==> src/rtl/title_pkg.sv <==
// Shared types and constants for the title-screen sequencer.
package title_pkg;

  typedef enum logic [2:0] {
    BOOT = 3'd0,
    SHOW = 3'd1,
    ACK  = 3'd2,
    FADE = 3'd3,
    DONE = 3'd4
  } title_state_t;

  localparam logic [7:0] KEY_NONE  = 8'h00;
  localparam logic [3:0] FADE_FULL = 4'hF;

  function automatic int max_frames(input int a, input int b, input int c, input int d);
    int m;
    m = a;
    if (b > m) m = b;
    if (c > m) m = c;
    if (d > m) m = d;
    return m;
  endfunction

endpackage

==> src/rtl/frame_tick_gen.sv <==
// Frame tick from the vsync falling edge, and key press events from the
// zero-to-nonzero transition of the keycode.
module frame_tick_gen
  import title_pkg::*;
(
  input  logic       vga_clk,
  input  logic       Reset,
  input  logic       vsync,
  input  logic [7:0] keycode,
  output logic       frame_tick,
  output logic       press_evt
);

  logic       vsync_q;
  logic       primed;
  logic [7:0] key_q;

  // NOTE: sequential state uses non-blocking assignments so every register
  // samples the pre-edge value of the others.
  always_ff @(posedge vga_clk or posedge Reset) begin
    if (Reset) begin
      vsync_q <= 1'b1;
      primed  <= 1'b0;
      key_q   <= KEY_NONE;
    end else begin
      vsync_q <= vsync;
      primed  <= 1'b1;
      key_q   <= keycode;
    end
  end

  // primed masks the first cycle after reset, so a vsync already low at
  // release is not mistaken for a falling edge.
  assign frame_tick = primed & vsync_q & ~vsync;
  assign press_evt  = (keycode != KEY_NONE) && (key_q == KEY_NONE);

endmodule

==> src/rtl/title_screen_ctrl.sv <==
// Title-screen sequencer: boot delay, blinking prompt, start-key ack,
// 16-step fade-out and a one-cycle start_game pulse.
module title_screen_ctrl
  import title_pkg::*;
#(
  parameter int BOOT_FRAMES      = 60,
  parameter int BLINK_FRAMES     = 30,
  parameter int ACK_FRAMES       = 20,
  parameter int FADE_STEP_FRAMES = 4
) (
  input  logic       vga_clk,
  input  logic       Reset,
  input  logic       vsync,
  input  logic [7:0] keycode,
  input  logic       restart,
  output logic       prompt_en,
  output logic       title_active,
  output logic [3:0] fade_level,
  output logic       start_game,
  output logic [2:0] state_dbg
);

  localparam int CNT_W =
    $clog2(max_frames(BOOT_FRAMES, BLINK_FRAMES, ACK_FRAMES, FADE_STEP_FRAMES)) + 1;

  localparam logic [CNT_W-1:0] BOOT_LAST  = CNT_W'(BOOT_FRAMES - 1);
  localparam logic [CNT_W-1:0] BLINK_LAST = CNT_W'(BLINK_FRAMES - 1);
  localparam logic [CNT_W-1:0] ACK_LAST   = CNT_W'(ACK_FRAMES - 1);
  localparam logic [CNT_W-1:0] STEP_LAST  = CNT_W'(FADE_STEP_FRAMES - 1);

  title_state_t     state;
  logic [CNT_W-1:0] cnt;
  logic             phase;
  logic             armed;
  logic             frame_tick;
  logic             press_evt;

  frame_tick_gen u_frame_tick_gen (
    .vga_clk    (vga_clk),
    .Reset      (Reset),
    .vsync      (vsync),
    .keycode    (keycode),
    .frame_tick (frame_tick),
    .press_evt  (press_evt)
  );

  always_ff @(posedge vga_clk or posedge Reset) begin
    if (Reset) begin
      state        <= BOOT;
      cnt          <= '0;
      phase        <= 1'b1;
      armed        <= 1'b0;
      prompt_en    <= 1'b0;
      title_active <= 1'b1;
      fade_level   <= FADE_FULL;
      start_game   <= 1'b0;
    end else begin
      // NOTE: defaults first; a later assignment to the same register in the
      // case below overrides them for this edge.
      start_game <= 1'b0;
      if (keycode == KEY_NONE) armed <= 1'b1;

      unique case (state)
        BOOT: begin
          if (frame_tick) begin
            if (cnt == BOOT_LAST) begin
              state     <= SHOW;
              cnt       <= '0;
              phase     <= 1'b1;
              prompt_en <= 1'b1;
              armed     <= (keycode == KEY_NONE);
            end else begin
              cnt <= cnt + 1'b1;
            end
          end
        end

        SHOW: begin
          // A press beats a coincident frame tick.
          if (press_evt && armed) begin
            state     <= ACK;
            cnt       <= '0;
            prompt_en <= 1'b1;
          end else if (frame_tick) begin
            if (cnt == BLINK_LAST) begin
              cnt       <= '0;
              phase     <= ~phase;
              prompt_en <= ~phase;
            end else begin
              cnt <= cnt + 1'b1;
            end
          end
        end

        ACK: begin
          if (frame_tick) begin
            if (cnt == ACK_LAST) begin
              state <= FADE;
              cnt   <= '0;
            end else begin
              cnt <= cnt + 1'b1;
            end
          end
        end

        FADE: begin
          if (frame_tick) begin
            if (cnt == STEP_LAST) begin
              cnt <= '0;
              if (fade_level == 4'd0) begin
                state        <= DONE;
                prompt_en    <= 1'b0;
                title_active <= 1'b0;
                start_game   <= 1'b1;
              end else begin
                fade_level <= fade_level - 1'b1;
              end
            end else begin
              cnt <= cnt + 1'b1;
            end
          end
        end

        DONE: begin
          if (restart) begin
            state        <= BOOT;
            cnt          <= '0;
            phase        <= 1'b1;
            fade_level   <= FADE_FULL;
            title_active <= 1'b1;
          end
        end

        default: state <= BOOT;
      endcase
    end
  end

  assign state_dbg = state;

endmodule

==> config.mk <==
export PLATFORM = sky130hd
export DESIGN_NAME = title_screen_ctrl
export DESIGN_NICKNAME = d
export VERILOG_FILES = /design/src/rtl/title_pkg.sv /design/src/rtl/frame_tick_gen.sv /design/src/rtl/title_screen_ctrl.sv
export SDC_FILE = /design/constraint.sdc
export NUM_CORES = 1
export LEC_CHECK = 0
export ABC_CLOCK_PERIOD_IN_PS = 3600
export CAP_MARGIN = 20
export CORE_ASPECT_RATIO = 1.75
export CORE_MARGIN = 5
export CORE_UTILIZATION = 30
export CTS_CLUSTER_DIAMETER = 40
export DETAILED_ROUTE_END_ITERATION = 6
export GPL_TIMING_DRIVEN = 0
export HOLD_SLACK_MARGIN = 0.03
export MAX_ROUTING_LAYER = met4
export SLEW_MARGIN = 20
export SYNTH_ARGS = -nofsm -noshare
export SYNTH_HDL_FRONTEND = slang
export SYNTH_SLANG_ARGS = --single-unit
==> constraint.sdc <==
create_clock -name vga_clk -period 3.6 [get_ports vga_clk]
set_input_delay 0.72 -clock vga_clk [delete_from_list [all_inputs] [get_ports vga_clk]]
set_output_delay 0.72 -clock vga_clk [all_outputs]
set_load 0.05 [all_outputs]
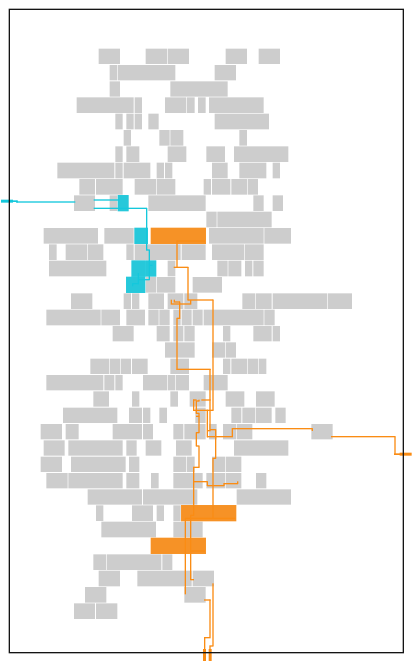
run_1/port_nets.png
(6 px per micron)
legend:
  orange:
    port: state_dbg
    direction: output
    edge: 2 bottom, 1 right
    end_cells: 3
    buffers: 3
    wire: 221 microns
  cyan:
    port: restart
    direction: input
    edge: left
    end_cells: 5
    buffers: 1
    wire: 41.0 microns

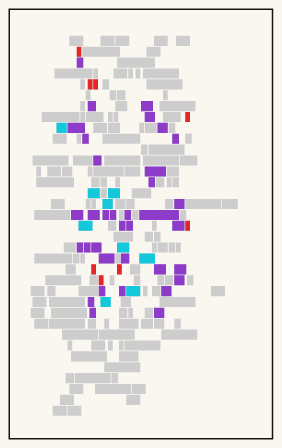
run_1/gate_families.png
(4 px per micron)
legend:
  purple:
    family: inverting AOI/OAI gates
    cells: 35
    most_used: a21oi_1
  red:
    family: inverters
    cells: 8
    most_used: inv_1
  cyan:
    family: AND-OR and OR-AND gates
    cells: 9
    most_used: a21o_1

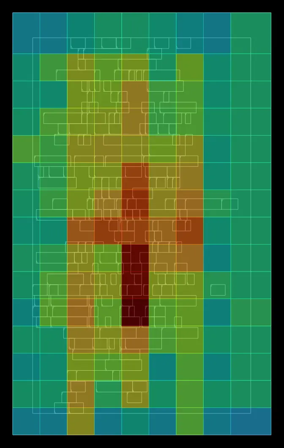
run_1/final_congestion.png
GR Util met3: 2.62%
met1 Usage GRT: 12.6%
layer with the highest usage: met2

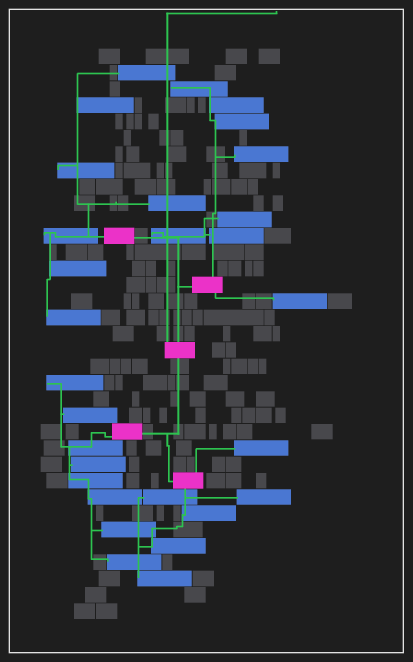
run_1/clock_map.png
(6 px per micron)
legend:
  magenta:
    item: cells driving clock nets
    count: 5
  green:
    item: clock wires
    length: 412 microns
  blue:
    item: flip-flops
    count: 29
routed clock nets: 6

==> out/summary.txt, run 1 <==
Area leader share -> 34.1%
Chip Width -> 65.4 microns
Hold EP -> armed
met2 WL -> 2.07 mm
MUX share of area -> 0%
clock group share of total power -> 33.1%
most instantiated cells after synthesis -> 22 x dfrtp_1, 13 x nand2_1, 11 x nand3_1, 11 x nor2_1
Buffers, non-clock -> 30
Placed Instances -> 241
highest metal used -> met4
die area -> 7000 sq um
Mapped Avg Cell Area -> 9.77 sq um
critical path depth -> 6
GRT Util Overall -> 12.0%
Sequential Power -> 377 uW
drt pass-1 iters -> 4
syn nets -> 180
Clock Path Buffers -> 2
Sw Ratio -> 27.9%
final worst slack -> 1.19 ns
vias per cell -> 5.38
Bufs and invs on worst path -> 1
routed wire length on met3 -> 88 microns
Final clock-cell share -> 4.36%
skew final -> 0.00385 ns
final hold viol count -> 0
Reg power frac -> 47.6%
IO Pins -> 22
Slew @ Worst Pin -> 0.636 ns
CTS hold repair buffers -> 0
top-count cell post-synth -> dfrtp_1
max-cap viol count -> 0
multi-input logic area -> 797 sq um
post-synthesis cell count -> 165
worst path cell trace -> clkdlybuf4s50_1 -> nor4_1 -> nand2_1 -> a31oi_1 -> nand3_1 -> o211ai_1
growth of design area from synthesis to finish -> 22.7%
P_clk -> 262 uW
met1 WL -> 1.44 mm
top cell type by total area after synthesis -> dfrtp_1
combinational power -> 153 uW
Largest cell class -> logic gates
RSZ-0062 raised after global routing -> no
YS chip area -> 1610 sq um
Final Non-Filler Cells -> 248
PortBufs -> 21
sequential cell area share -> 37.1%
initial antenna violation count -> 0
FF-to-FF path depth -> 6
layout cells sized above 1 -> 14.5%
Fin Hold WS -> 0.480 ns
tool warnings -> 27
Logic pwr share -> 19.4%
status -> finished clean
row count -> 35
biggest regs -> u_frame_tick_gen.key_q x8, cnt x7, fade_level x4
Top cells by area -> dfrtp_1 34%, dfstp_2 11%, nand3_1 3.4%, nand2_1 3.0%, nor2_1 2.6%
Worst setup endpoint -> cnt[3]
Multi-Input Combinational -> 119
tap cells -> 55
multi-input combinational area share -> 40.3%
number of enable flip-flop cells -> 0
internal reg-to-reg setup slack -> 1.26 ns
distinct cell type count after synthesis -> 52
GRT Residual Overflow -> 0
Worst path max stage delay -> 0.60 ns
VDD IR max -> 233 uV
max reg flops -> 8
Cell Pwr Density -> 401 nW/um^2
ant diodes -> 0
non-clk buf share -> 13.2%
Iteration-0 DRC Markers -> 31
most frequent logic cell in the layout -> dfrtp_1
==> run 1 -> run 2 <==
- ABC_CLOCK_PERIOD_IN_PS: 3600 -> 2500
- clock period: 3.6 -> 2.5 ns (I/O delays scaled with it)
==> run 2 against run 1 <==
Effect of this change: non-clock buffer count stayed put; synthesized cell count did not move; global-route usage stayed put; flip-flop count did not move; largest cell class unchanged; highest routed layer unchanged; sequential share of layout area down 0.094 points; largest power group unchanged; first-iteration DRC count grew 29%; worst hold slack hardly changed.
==> out/summary.txt, run 2 <==
status -> finished clean
internal reg-to-reg setup slack -> 0.16 ns
layer with the highest usage -> met2
drt pass-1 iters -> 4
met1 WL -> 1.47 mm
Worst path max stage delay -> 0.42 ns
Largest cell class -> logic gates
Final Non-Filler Cells -> 248
most frequent logic cell in the layout -> dfrtp_1
prevailing post-synth register cell -> dfrtp_1
xor/xnor share -> 1.09%
final hold viol count -> 0
YS chip area -> 1610 sq um
Multi-Input Combinational -> 119
Fin Hold WS -> 0.480 ns
Root Buffer -> clkbuf_8
Hold EP -> armed
Sequential Power -> 543 uW
post-CTS setup buffer count -> 0
most frequent CP cell -> o211ai_1
initial antenna violation count -> 0
Sink Count -> 29
multi-input logic area -> 802 sq um
slowest cell on the critical path -> dfrtp_1
leakage -> 0.000800 uW
Placed Instances -> 241
asr flop ratio synth -> 100%
inverters -> 8
# fillers -> 539
mapped cell area -> 1610 sq um
worst path cell trace -> ha_1 -> nor3b_1 -> o211ai_1 -> a32o_1 -> o32ai_4 -> o211ai_1
Sw Ratio -> 28.0%
Max Transition Viols Final -> 0
most instantiated cells after synthesis -> 22 x dfrtp_1, 13 x nand2_1, 11 x nand3_1, 11 x nor2_1
met1 Usage GRT -> 12.6%
routed wire length on met3 -> 72 microns
final net count -> 208
Worst setup endpoint -> cnt[4]
Arrival @ worst endpoint -> 2.47 ns
FF-to-FF path depth -> 6
Resize count post-CTS -> 0
IO Pins -> 22
yosys cell count -> 165
count of final setup violators -> 0
growth of design area from synthesis to finish -> 23.0%
# clk buffers -> 7
FMAX -> 0.428 GHz
top comb family, area -> simple AND/OR/NAND/NOR gates
met2 WL -> 2.09 mm
Logic pwr share -> 19.4%
final worst slack -> 0.165 ns
MUX share of area -> 0%
tap cells -> 55
multi-input combinational area share -> 40.4%
H-Tree Depth -> 2
biggest regs -> u_frame_tick_gen.key_q x8, cnt x7, fade_level x4
Setup crit start kind -> register
min-delay worst type -> reg -> reg
Top cells by area -> dfrtp_1 34%, dfstp_2 11%, nand3_1 3.4%, nand2_1 3.0%, nor2_1 2.6%
VDD IR max -> 336 uV
top-count cell post-synth -> dfrtp_1
first-pass GRT wire length -> 6.29 mm
ant diodes -> 0
die area -> 7000 sq um
Psw -> 319 uW
Mapped Avg Cell Area -> 9.77 sq um
period utilization -> 93.4%
max-cap viol count -> 0
largest net degree at the start of global routing -> 30
Setup TNS Final -> 0 ns
CTS hold repair buffers -> 0
vias per cell -> 5.42
non-clk buf share -> 13.2%
post-DP HPWL -> 2.85 mm
layout cells sized above 1 -> 15.0%
Iteration-0 DRC Markers -> 40
Cell Pwr Density -> 576 nW/um^2
core footprint -> 5260 sq um
Synth warnings -> 0
distinct cell type count after synthesis -> 52
max reg flops -> 8
RSZ-0062 raised after global routing -> no
Power Internal -> 823 uW
highest metal used -> met4
Post-Layout Inst Area -> 1980 sq um
Simple Share, Synth -> 24.4%
routed via count -> 1343
CP Class -> reg -> reg
Area leader share -> 34.1%
critical path depth -> 6
GRT Residual Overflow -> 0
top cell type by total area after synthesis -> dfrtp_1
GR Util met3 -> 2.62%
skew final -> 0.00393 ns
PortBufs -> 21
combinational power -> 222 uW
clk ins delay skew pair -> 0.27 ns
Top reg by flops -> u_frame_tick_gen.key_q
Floorplan Utilization -> 30.7%
P_clk -> 378 uW
syn nets -> 180
Reg power frac -> 47.5%
Bufs and invs on worst path -> 0
Final ANT Viol Nets -> 0
crit path max fanout -> 6
tool warnings -> 27
Chip Width -> 65.4 microns
row count -> 35
crit path time final -> 2.34 ns
post-synthesis cell count -> 165
Slew Limit Headroom -> 56.6%
clock group share of total power -> 33.0%
hold wc startpoint -> armed
Slew @ Worst Pin -> 0.648 ns
Detailed Route WL -> 3.72 mm
DRC violations left -> 0
Final clock-cell share -> 4.35%
Worst Path Required -> 2.63 ns
number of enable flip-flop cells -> 0
Top Layout Cells -> 22 x dfrtp_1, 21 x clkdlybuf4s50_1, 13 x nand2_1, 11 x nand3_1, 11 x nor2_1
Buffers, non-clock -> 30
Clock Path Buffers -> 2
sequential cell area share -> 37.0%
Post-Synth AOI/OAI Area -> 21.4%
Num CTS Buffers -> 5
Flops -> 29
Die Height -> 107 microns
hold-critical path depth -> 2
Crit Reg-Reg Startpoint -> cnt[0]
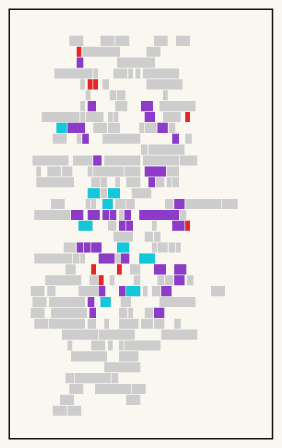
run_2/gate_families.png
(4 px per micron)
legend:
  cyan:
    family: AND-OR and OR-AND gates
    cells: 9
    most_used: a21o_1
  red:
    family: inverters
    cells: 8
    most_used: inv_1
  purple:
    family: inverting AOI/OAI gates
    cells: 35
    most_used: a21oi_1

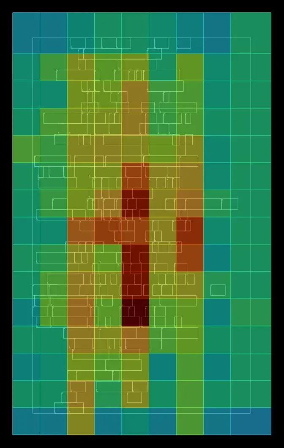
run_2/final_congestion.png
DR WL/cell: 15.0 microns
Final Util: 37.7%
M2 GR Usage: 20.8%
GRT Util Overall: 12.0%

Power figures rest on the tool's default switching activity, not on a simulated workload.
